### Pin placement

Pins as bars across the die edge, other pins in grey.
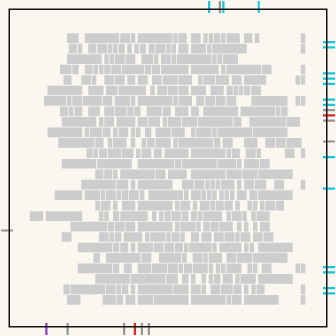
### Congestion heat map

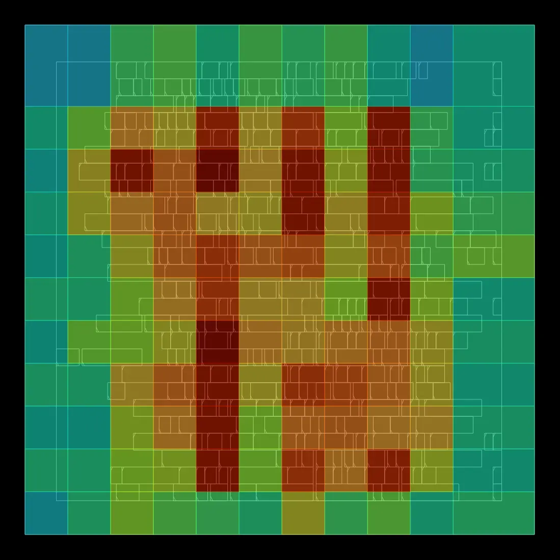
### Sequential cells coloured by netlist name

Other sequential cells in the stronger grey, the rest of the logic in the fainter grey.
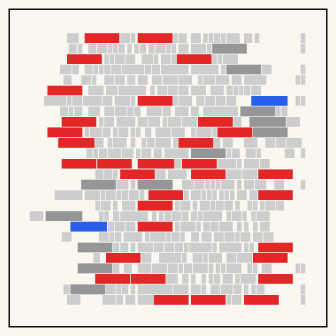
### Metal layers overlaid

Two of the layers only.
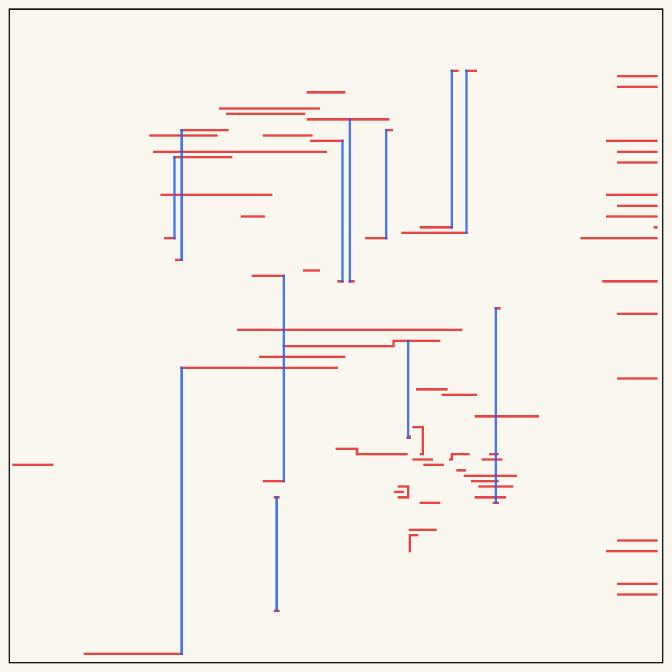
### Metal 3

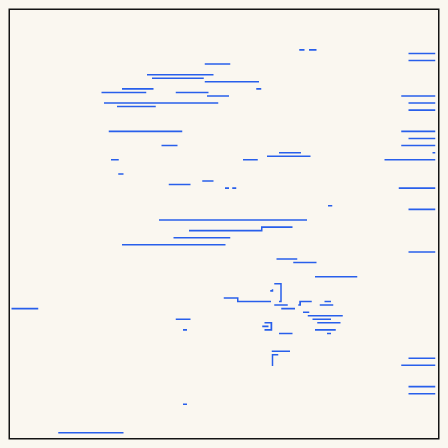
===== src/rtl/button_debounce_if.sv =====
// ----------------------------------------------------------------------------
// button_debounce_if
// Bundles the per-button signals exchanged between the key conditioning block
// and whatever sits around it (peripheral read path or testbench).
//
// Parameters:
//   N_BUTTONS    number of independent button channels
//
// Signals:
//   raw_n        raw key pins, active-low, asynchronous to the block clock
//   clear_press  one-cycle pulse per channel from a bus read, clears the flag
//   level        debounced key state, active-high
//   press_pulse  one-clock pulse on each debounced press
//   press_flag   sticky "pressed since last read" flag
//   press_count  8-bit press counter per channel, channel i at [8i+7:8i]
//
// Modports:
//   master       drives raw_n/clear_press, observes the conditioned outputs
//   slave        the debouncer itself
// ----------------------------------------------------------------------------
interface button_debounce_if #(
  parameter int N_BUTTONS = 2
);
  logic [N_BUTTONS-1:0]   raw_n;
  logic [N_BUTTONS-1:0]   clear_press;
  logic [N_BUTTONS-1:0]   level;
  logic [N_BUTTONS-1:0]   press_pulse;
  logic [N_BUTTONS-1:0]   press_flag;
  logic [8*N_BUTTONS-1:0] press_count;

  modport master (
    output raw_n,
    output clear_press,
    input  level,
    input  press_pulse,
    input  press_flag,
    input  press_count
  );

  modport slave (
    input  raw_n,
    input  clear_press,
    output level,
    output press_pulse,
    output press_flag,
    output press_count
  );
endinterface


===== src/rtl/button_debounce.sv =====
// ----------------------------------------------------------------------------
// button_debounce
// Conditions raw active-low board keys ahead of the peripheral button read
// path. Each channel gets a two-flop synchronizer, a counter-based debounce
// FSM producing an active-high level, a one-clock press pulse, a sticky
// pressed-since-last-read flag, and an optional 8-bit press counter.
//
// Parameters:
//   N_BUTTONS        number of independent channels
//   DEBOUNCE_CYCLES  consecutive stable clocks before level changes (2..2^CTR_W)
//   CTR_W            width of each per-channel debounce counter
//
// Ports:
//   clock            block clock, rising edge
//   nreset           asynchronous active-low reset
//   bus              button_debounce_if.slave (raw_n, clear_press in;
//                    level, press_pulse, press_flag, press_count out)
//
// Configuration macro:
//   BUTTON_PRESS_COUNT_EN  when defined, press_count counts debounced presses
//                          (8-bit wrap); otherwise press_count is tied to 0
//                          and no counter flops exist.
// ----------------------------------------------------------------------------
module button_debounce #(
  parameter int N_BUTTONS       = 2,
  parameter int DEBOUNCE_CYCLES = 1000,
  parameter int CTR_W           = 16
) (
  input  logic            clock,
  input  logic            nreset,
  button_debounce_if.slave bus
);

  typedef enum logic [1:0] {
    RELEASED    = 2'd0,
    CHK_PRESS   = 2'd1,
    HELD        = 2'd2,
    CHK_RELEASE = 2'd3
  } state_t;

  localparam logic [CTR_W-1:0] CTR_LAST = CTR_W'(DEBOUNCE_CYCLES - 1);
  localparam logic [CTR_W-1:0] CTR_ONE  = CTR_W'(1);

  logic [N_BUTTONS-1:0]   w_level;
  logic [N_BUTTONS-1:0]   w_pulse;
  logic [N_BUTTONS-1:0]   w_flag;
  logic [8*N_BUTTONS-1:0] w_count;

  for (genvar i = 0; i < N_BUTTONS; i++) begin : gChan
    logic             r_syncMeta;
    logic             r_syncOut;
    logic             w_s;
    state_t           r_state;
    state_t           w_nextState;
    logic [CTR_W-1:0] r_ctr;
    logic [CTR_W-1:0] w_nextCtr;
    logic             r_level;
    logic             w_nextLevel;
    logic             r_pulse;
    logic             w_nextPulse;
    logic             r_flag;

    // Two-flop synchronizer; resets to the released pin level so a reset
    // never looks like a press. w_s is the synchronized key, active-high.
    always_ff @(posedge clock or negedge nreset) begin
      if (!nreset) begin
        r_syncMeta <= 1'b1;
        r_syncOut  <= 1'b1;
      end else begin
        r_syncMeta <= bus.raw_n[i];
        r_syncOut  <= r_syncMeta;
      end
    end

    assign w_s = ~r_syncOut;

    // Debounce state, counter, level and pulse are all registered so the
    // outputs come straight from flops and cannot glitch.
    always_ff @(posedge clock or negedge nreset) begin
      if (!nreset) begin
        r_state <= RELEASED;
        r_ctr   <= '0;
        r_level <= 1'b0;
        r_pulse <= 1'b0;
      end else begin
        r_state <= w_nextState;
        r_ctr   <= w_nextCtr;
        r_level <= w_nextLevel;
        r_pulse <= w_nextPulse;
      end
    end

    // Next-state logic. The counter counts clocks for which the synchronized
    // key has disagreed with the current level; any agreement restarts it,
    // so it tops out at DEBOUNCE_CYCLES-1 and cannot wrap.
    always_comb begin
      w_nextState = r_state;
      w_nextCtr   = r_ctr;
      w_nextLevel = r_level;
      w_nextPulse = 1'b0;
      case (r_state)
        RELEASED: begin
          if (w_s) begin
            w_nextState = CHK_PRESS;
            w_nextCtr   = CTR_ONE;
          end else begin
            w_nextCtr   = '0;
          end
        end
        CHK_PRESS: begin
          if (!w_s) begin
            w_nextState = RELEASED;
            w_nextCtr   = '0;
          end else if (r_ctr == CTR_LAST) begin
            w_nextState = HELD;
            w_nextLevel = 1'b1;
            w_nextPulse = 1'b1;
            w_nextCtr   = '0;
          end else begin
            w_nextCtr   = r_ctr + CTR_ONE;
          end
        end
        HELD: begin
          if (!w_s) begin
            w_nextState = CHK_RELEASE;
            w_nextCtr   = CTR_ONE;
          end else begin
            w_nextCtr   = '0;
          end
        end
        CHK_RELEASE: begin
          if (w_s) begin
            w_nextState = HELD;
            w_nextCtr   = '0;
          end else if (r_ctr == CTR_LAST) begin
            w_nextState = RELEASED;
            w_nextLevel = 1'b0;
            w_nextCtr   = '0;
          end else begin
            w_nextCtr   = r_ctr + CTR_ONE;
          end
        end
        default: begin
          w_nextState = RELEASED;
          w_nextCtr   = '0;
          w_nextLevel = 1'b0;
        end
      endcase
    end

    // Sticky flag keyed off the registered pulse; the set term is ORed in
    // last so a bus read landing on the same clock as a press cannot lose it.
    always_ff @(posedge clock or negedge nreset) begin
      if (!nreset) begin
        r_flag <= 1'b0;
      end else begin
        r_flag <= r_pulse | (r_flag & ~bus.clear_press[i]);
      end
    end

`ifdef BUTTON_PRESS_COUNT_EN
    logic [7:0] r_pressCount;

    // Free-running 8-bit press counter, wraps naturally, ignores bus reads.
    always_ff @(posedge clock or negedge nreset) begin
      if (!nreset) begin
        r_pressCount <= 8'd0;
      end else if (r_pulse) begin
        r_pressCount <= r_pressCount + 8'd1;
      end
    end

    assign w_count[8*i +: 8] = r_pressCount;
`else
    assign w_count[8*i +: 8] = 8'd0;
`endif

    assign w_level[i] = r_level;
    assign w_pulse[i] = r_pulse;
    assign w_flag[i]  = r_flag;
  end

  assign bus.level       = w_level;
  assign bus.press_pulse = w_pulse;
  assign bus.press_flag  = w_flag;
  assign bus.press_count = w_count;

endmodule


===== src/flat_wrapper.sv =====
// flat-port wrapper written by rule: the top's interface ports become plain ports
module button_debounce_flat 
#(
  parameter int N_BUTTONS       = 2,
  parameter int DEBOUNCE_CYCLES = 1000,
  parameter int CTR_W           = 16
)
  (clock, nreset, bus_raw_n, bus_clear_press, bus_level, bus_press_pulse, bus_press_flag, bus_press_count);
  button_debounce_if #(.N_BUTTONS(N_BUTTONS)) bus_i ();
  input  logic clock;
  input  logic nreset;
  input wire logic [$bits(bus_i.raw_n)-1:0] bus_raw_n;
  input wire logic [$bits(bus_i.clear_press)-1:0] bus_clear_press;
  output wire logic [$bits(bus_i.level)-1:0] bus_level;
  output wire logic [$bits(bus_i.press_pulse)-1:0] bus_press_pulse;
  output wire logic [$bits(bus_i.press_flag)-1:0] bus_press_flag;
  output wire logic [$bits(bus_i.press_count)-1:0] bus_press_count;
  assign bus_i.raw_n = bus_raw_n;
  assign bus_i.clear_press = bus_clear_press;
  assign bus_level = bus_i.level;
  assign bus_press_pulse = bus_i.press_pulse;
  assign bus_press_flag = bus_i.press_flag;
  assign bus_press_count = bus_i.press_count;
  button_debounce #(.N_BUTTONS(N_BUTTONS), .DEBOUNCE_CYCLES(DEBOUNCE_CYCLES), .CTR_W(CTR_W)) u_core (.clock(clock), .nreset(nreset), .bus(bus_i));
endmodule

===== config.mk =====
export PLATFORM = sky130hd
export DESIGN_NAME = button_debounce_flat
export DESIGN_NICKNAME = d
export VERILOG_FILES = /design/src/rtl/button_debounce_if.sv /design/src/rtl/button_debounce.sv /design/src/flat_wrapper.sv
export SDC_FILE = /design/constraint.sdc
export NUM_CORES = 1
export LEC_CHECK = 0
export ABC_AREA = 1
export CAP_MARGIN = 30
export CORE_MARGIN = 5
export CORE_UTILIZATION = 50
export DETAILED_ROUTE_END_ITERATION = 12
export GPL_TIMING_DRIVEN = 1
export PLACE_DENSITY = 0.75
export REMOVE_ABC_BUFFERS = 1
export SLEW_MARGIN = 20
export SYNTH_ARGS = -nofsm -noshare
export SYNTH_HDL_FRONTEND = slang
export SYNTH_SLANG_ARGS = --single-unit

===== constraint.sdc =====
create_clock -name clock -period 1.48 [get_ports clock]
set_clock_uncertainty 0.2 [all_clocks]
set_input_delay 0.444 -clock clock [delete_from_list [all_inputs] [get_ports clock]]
set_output_delay 0.444 -clock clock [all_outputs]
set_load 0.01 [all_outputs]

==> metrics.cfg <==
[sta]
drv_slew = 0
finalWorstSetupSlack_ns = -0.171
finalSetupViolCount = 38

[clock_network]
clockBufferDepth = 2
post_cts_buffers = 9

[route]
routed-wl-met3_um = 391
wl_met2_um = 3460
drt_iter0_markers = 183

[final_layout]
fin_area_um2 = 3650
buffer_area_share_pct = 18.4
final_cell_mix = buf_4, nand2_1, dfrtp_1, inv_1, nor2_1
diodes = 0
buffers = 85
sh_seq_area_pct = 31.8
area_growth_pct = 40.3
fin_nets = 405
comb_area_um2 = 1500
lay_top_count = buf_4

[grt]
use_met2_pct = 34.3
track_usage_pct = 20.7
grt_pass1_vias = 2432
grt_start_max_net_pins = 22
grt_pass1_wl_um = 10800
top_usage_layer = met2

[critical_path]
end_kind = flop
cp.depth = 7
worstSetupStartpointType = flop
reg2regPathDepth = 7

[pwr]
combPwrFrac_pct = 23.9
p_seq_uw = 1430
peakVddDrop_v = 0.000479
p_int_uw = 2010
pwr-share-seq_pct = 48.4
total_power_uw = 2940

[place]
place_area_um2 = 3100
dp_hpwl_um = 4170

[synth]
ys_area_um2 = 2600
synth.most_common_cell = nand2_1
synth_warnings = 0

[die]
fp_util_pct = 51.2
taps = 70

[status]
outcome = complete, but fails checks
violations = negative setup slack

[run]
cap_violations = 0

About 'Pin placement':
legend:
  cyan:
    port: `bus_press_count`
    pins: 16
    direction: output
    edge: 13 east, 3 north
  purple:
    port: `clock`
    pins: 1
    direction: input
    edge: south
  red:
    port: `bus_press_pulse`
    pins: 2
    direction: output
    edge: 1 east, 1 south
all pins by edge: 17 east, 6 south, 4 north, 1 west

About 'Congestion heat map':
DR WL/cell: 14.9 µm
M1 GR Usage: 26.4%

About 'Sequential cells coloured by netlist name':
legend:
  blue:
    name_in_the_netlist: `u_core.gChan.r_syncOut`
    sequential_cells: 2
  red:
    name_in_the_netlist: `u_core.gChan.r_ctr`
    sequential_cells: 32
    where: all over the die
not coloured: 12

About 'Metal layers overlaid':
legend:
  red:
    layer: M3
    wire_length: 392 µm
  blue:
    layer: M4
    wire_length: 231 µm

About 'Metal 3':
wire length on this layer: 392 µm
main direction: horizontal
share of all routed wire: 5.6%
longest straight run: 28.1 µm

[logic make-up (layout without fill, tap and decap cells)]
logic type	after synthesis	count (layout)	share of synthesized area (%)
simple gates	174	176	34.0
buf+inv	60	129	12.8
flops	46	46	44.5
compound gates	21	21	4.96
xor+xnor	8	8	2.70
fa+ha+maj	2	2	0.962
other cells	1	16	0.144
[state kept, by name (all words and copies together) (netlist names), named ones only]
| register | count |
|---|---|
| u_core.gChan.r_ctr | 32 |
| u_core.gChan.r_pulse | 2 |
| u_core.gChan.r_flag | 2 |
| u_core.gChan.r_syncOut | 2 |
| u_core.gChan.r_level | 2 |
| u_core.gChan.r_state | 2 |
| u_core.gChan.r_syncMeta | 2 |
Power is estimated from default activity; no workload was simulated.
